--- src/rtl/imem_loader.sv ---
// Boot loader: receives a length-prefixed, XOR-checksummed byte stream and writes
// big-endian 32-bit words to the instruction memory, holding the CPU in reset until done.
module imem_loader #(
    parameter int unsigned MAX_WORDS = 1024,
    parameter logic [31:0] BASE_ADDR = 32'h0,
    parameter int unsigned ADDR_STEP = 4,
    parameter int unsigned TIMEOUT   = 65535
) (
    input  logic        clk,
    input  logic        rst,
    input  logic [7:0]  in_data,
    input  logic        in_valid,
    output logic        in_ready,
    input  logic        reload,
    output logic [31:0] imem_addr,
    output logic [31:0] imem_wdata,
    output logic        imem_we,
    output logic        cpu_rst,
    output logic        done,
    output logic        error,
    output logic [15:0] words_loaded
);

    localparam logic [2:0] S_LEN_HI = 3'd0;
    localparam logic [2:0] S_LEN_LO = 3'd1;
    localparam logic [2:0] S_DATA   = 3'd2;
    localparam logic [2:0] S_CHECK  = 3'd3;
    localparam logic [2:0] S_DONE   = 3'd4;
    localparam logic [2:0] S_ERROR  = 3'd5;

    localparam int unsigned TW      = (TIMEOUT < 2) ? 1 : $clog2(TIMEOUT + 1);
    localparam logic [TW-1:0] TO_LAST = TW'(TIMEOUT - 1);
    localparam logic [16:0] MAX_W   = 17'(MAX_WORDS);
    localparam logic [31:0] STEP    = 32'(ADDR_STEP);

    logic [2:0]    state;
    logic          armed;
    logic [15:0]   n_words;
    logic [23:0]   asm_word;
    logic [1:0]    byte_idx;
    logic [7:0]    csum;
    logic [TW-1:0] to_cnt;

    logic          accept;
    logic          counting;
    logic [15:0]   len_now;
    logic          len_over;
    logic          len_zero;

    // armed keeps in_ready low for the first cycle after reset.
    assign in_ready = armed & ((state == S_LEN_HI) | (state == S_LEN_LO) |
                               (state == S_DATA)   | (state == S_CHECK));
    assign accept   = in_valid & in_ready;
    assign counting = (state == S_LEN_LO) | (state == S_DATA) | (state == S_CHECK);
    assign len_now  = {n_words[15:8], in_data};
    assign len_over = {1'b0, len_now} > MAX_W;
    assign len_zero = (len_now == 16'd0);

    assign done    = (state == S_DONE);
    assign error   = (state == S_ERROR);
    assign cpu_rst = (state != S_DONE);

    always_ff @(posedge clk) begin
        if (!rst) begin
            state        <= S_LEN_HI;
            armed        <= 1'b0;
            n_words      <= '0;
            asm_word     <= '0;
            byte_idx     <= '0;
            csum         <= '0;
            to_cnt       <= '0;
            imem_addr    <= BASE_ADDR;
            imem_wdata   <= '0;
            imem_we      <= 1'b0;
            words_loaded <= '0;
        end else begin
            // NOTE: non-blocking assignments throughout; later assignments in this
            // block (byte acceptance) intentionally override the timeout path.
            armed   <= 1'b1;
            imem_we <= 1'b0;

            if (counting && !accept) begin
                if (to_cnt == TO_LAST) state <= S_ERROR;
                else                   to_cnt <= to_cnt + 1'b1;
            end

            case (state)
                S_LEN_HI: begin
                    if (accept) begin
                        n_words[15:8] <= in_data;
                        to_cnt        <= '0;
                        state         <= S_LEN_LO;
                    end
                end
                S_LEN_LO: begin
                    if (accept) begin
                        n_words[7:0] <= in_data;
                        to_cnt       <= '0;
                        if (len_over)      state <= S_ERROR;
                        else if (len_zero) state <= S_CHECK;
                        else               state <= S_DATA;
                    end
                end
                S_DATA: begin
                    if (accept) begin
                        to_cnt   <= '0;
                        csum     <= csum ^ in_data;
                        asm_word <= {asm_word[15:0], in_data};
                        byte_idx <= byte_idx + 2'd1;
                        if (byte_idx == 2'd3) begin
                            imem_we      <= 1'b1;
                            imem_wdata   <= {asm_word, in_data};
                            imem_addr    <= BASE_ADDR + {16'h0, words_loaded} * STEP;
                            words_loaded <= words_loaded + 16'd1;
                            if (words_loaded + 16'd1 == n_words) state <= S_CHECK;
                        end
                    end
                end
                S_CHECK: begin
                    if (accept) begin
                        to_cnt <= '0;
                        state  <= (in_data == csum) ? S_DONE : S_ERROR;
                    end
                end
                S_DONE, S_ERROR: begin
                    if (reload) begin
                        state        <= S_LEN_HI;
                        words_loaded <= '0;
                        csum         <= '0;
                        byte_idx     <= '0;
                        to_cnt       <= '0;
                        imem_addr    <= BASE_ADDR;
                    end
                end
                default: state <= S_LEN_HI;
            endcase
        end
    end

endmodule
--- config.mk ---
export PLATFORM = sky130hd
export DESIGN_NAME = imem_loader
export DESIGN_NICKNAME = d
export VERILOG_FILES = /design/src/rtl/imem_loader.sv
export SDC_FILE = /design/constraint.sdc
export NUM_CORES = 1
export LEC_CHECK = 0
export CAP_MARGIN = 15
export CORE_ASPECT_RATIO = 2
export CORE_MARGIN = 2
export CORE_UTILIZATION = 40
export CTS_CLUSTER_SIZE = 8
export DETAILED_ROUTE_END_ITERATION = 10
export PLACE_DENSITY = 0.64
export RECOVER_POWER = 100
export SKIP_LAST_GASP = 1
export SLEW_MARGIN = 20
export SYNTH_ARGS = -nofsm -noshare
export SYNTH_HDL_FRONTEND = slang
export SYNTH_SLANG_ARGS = --single-unit
--- constraint.sdc ---
create_clock -name clk -period 5.6 [get_ports clk]
set_input_delay 1.68 -clock clk [delete_from_list [all_inputs] [get_ports clk]]
set_output_delay 1.68 -clock clk [all_outputs]
set_load 0.01 [all_outputs]
==> results_dict.tcl <==
# implementation run metrics
set metrics [dict create \
    ant_nets 0 \
    track_usage_pct 20.36 \
    worst_slew_pin_slew_ps 1295 \
    numClockSinks 135 \
    ff2ff_path_depth 6 \
    hold_viol 0 \
    logic_family "simple AND/OR/NAND/NOR gates" \
    finalSetupViolations 0 \
    adder_share_pct 0.8058 \
    ff_type "dfxtp_1" \
    largest_reg_flops 32 \
    synthTopCellsByCount "171 x nand2_1, 135 x dfxtp_1, 111 x a21oi_1" \
    critPathCapture "words_loaded[4]$_SDFFE_PN0P_" \
    powerDensity_nw_per_um2 284.9 \
    h-tree-depth 4 \
    ys_sh_xor_pct 5.500 \
    combGateArea_um2 3143 \
    pre_cts_ws_ps 1516 \
    synth_stat.cells 793 \
    async_reset_ff_share_pct 0 \
    pg_clk_mw 1.11 \
    path_cells "dlygate4sd3_1, and2_0, nand3_1, nand2_1, o21ai_0, a21oi_1, nor2_1" \
    seq_area_um2 2703 \
    status "complete, no violations" \
    mux_share_pct 1.793 \
    placed_area_um2 7004 \
    root_buffer "clkbuf_16" \
    peakVddDrop_v 0.0002303 \
    wl_per_cell_um 15.88 \
    area_delta_synth_final_pct 22.02 \
    top_layer_used "met4" \
    top_area_share_pct 43.51 \
    worst-path-stages 7 \
    layout.cells.non_filler 1049 \
    syn_inst 793 \
    seqPwrFrac_pct 44.9 \
    p_clk_share_pct 51.6 \
    period_needed_ps 4438 \
    comb_share_pct 41.47 \
    grt_util_met1_pct 21.88 \
    top_regs "imem_wdata (32), asm_word (24)" \
    seq_area_share_pct 35.66 \
    avgSynthCellArea_um2 7.832 \
    antenna_found_initial 0 \
    n_all_buffers 88 \
    fin_tns_setup_ps 0 \
    synth_area_leader_cell "dfxtp_1" \
    fin_crit_sh_pct 79.25 \
    clkCellAreaFrac_pct 7.760 \
    regToRegSetupSlack_ps 2130 \
    worst_path_max_delay_cell "nand3_1" \
    p_sw_mw 0.4983 \
    warning_count 27 \
    num-multi-input-gates 588 \
    critPathMaxStageDelay_ps 940 \
]
clocks.png
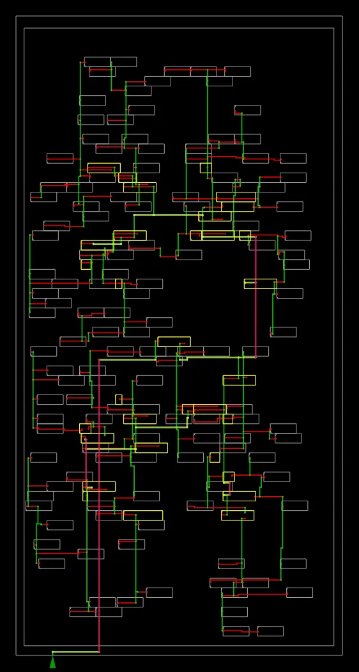
Clock buffer cells: 19
cts bufs inserted: 17
clk latency late pin: 420 ps

detail.png
Window x 3 to 43, y 115 to 155 um. Cells in gray, sequential cells in the stronger gray; small squares are vias.
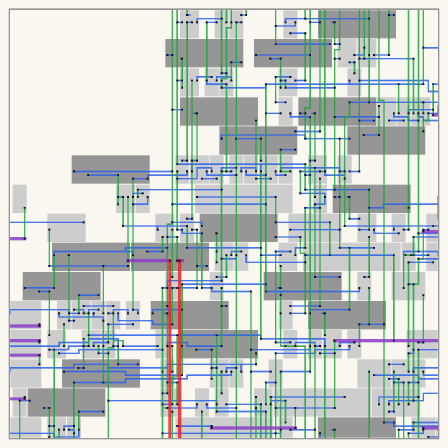
legend:
  metal 1:
    color: blue
  metal 3:
    color: purple
  metal 4:
    color: red
  metal 2:
    color: green
sequential cells in the window: 20
most frequent: nand2_1 (40), a21oi_1 (22), dfxtp_1 (20)
cells with their middle in the window: 103
netlist names of flops here include: imem_wdata (11), asm_word (7), imem_addr (2)

flops_by_reg.png
Bar = 20 um. Other sequential cells in the stronger gray, the rest of the logic in the fainter gray.
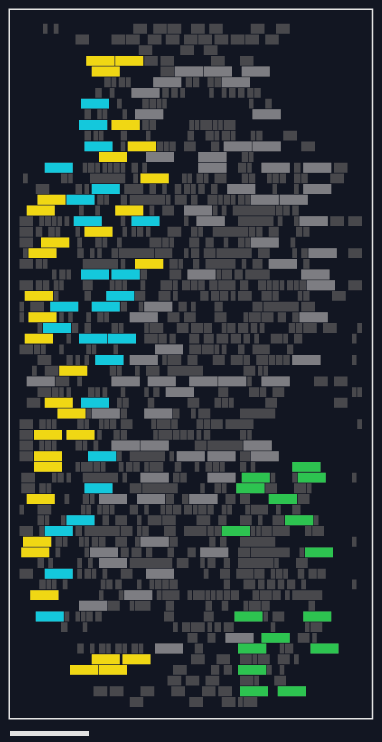
legend:
  to_cnt:
    color: green
    flops: 16
    where: south-east
  imem_wdata:
    color: yellow
    flops: 32
  asm_word:
    color: cyan
    flops: 24

wires.png
Only two layers are drawn.
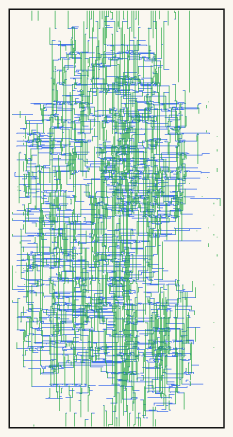
legend:
  metal 2:
    color: green
    wire_length: 8920 um
  metal 1:
    color: blue
    wire_length: 6410 um

io_fan.png
Bar = 20 um.
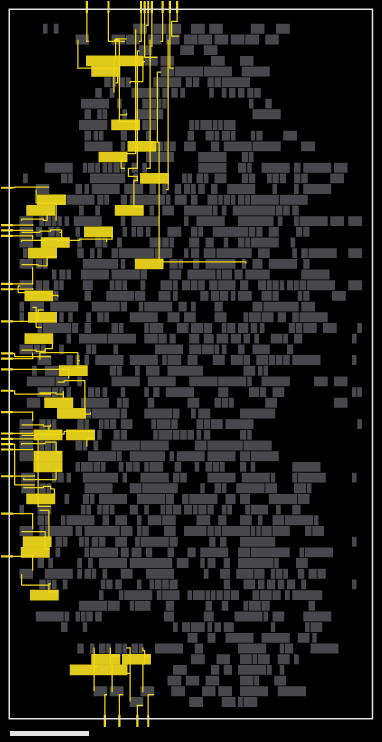
legend:
  imem_wdata:
    color: yellow
    bits: 32
    direction: output
    end_cells: 32
    wire: 929 um

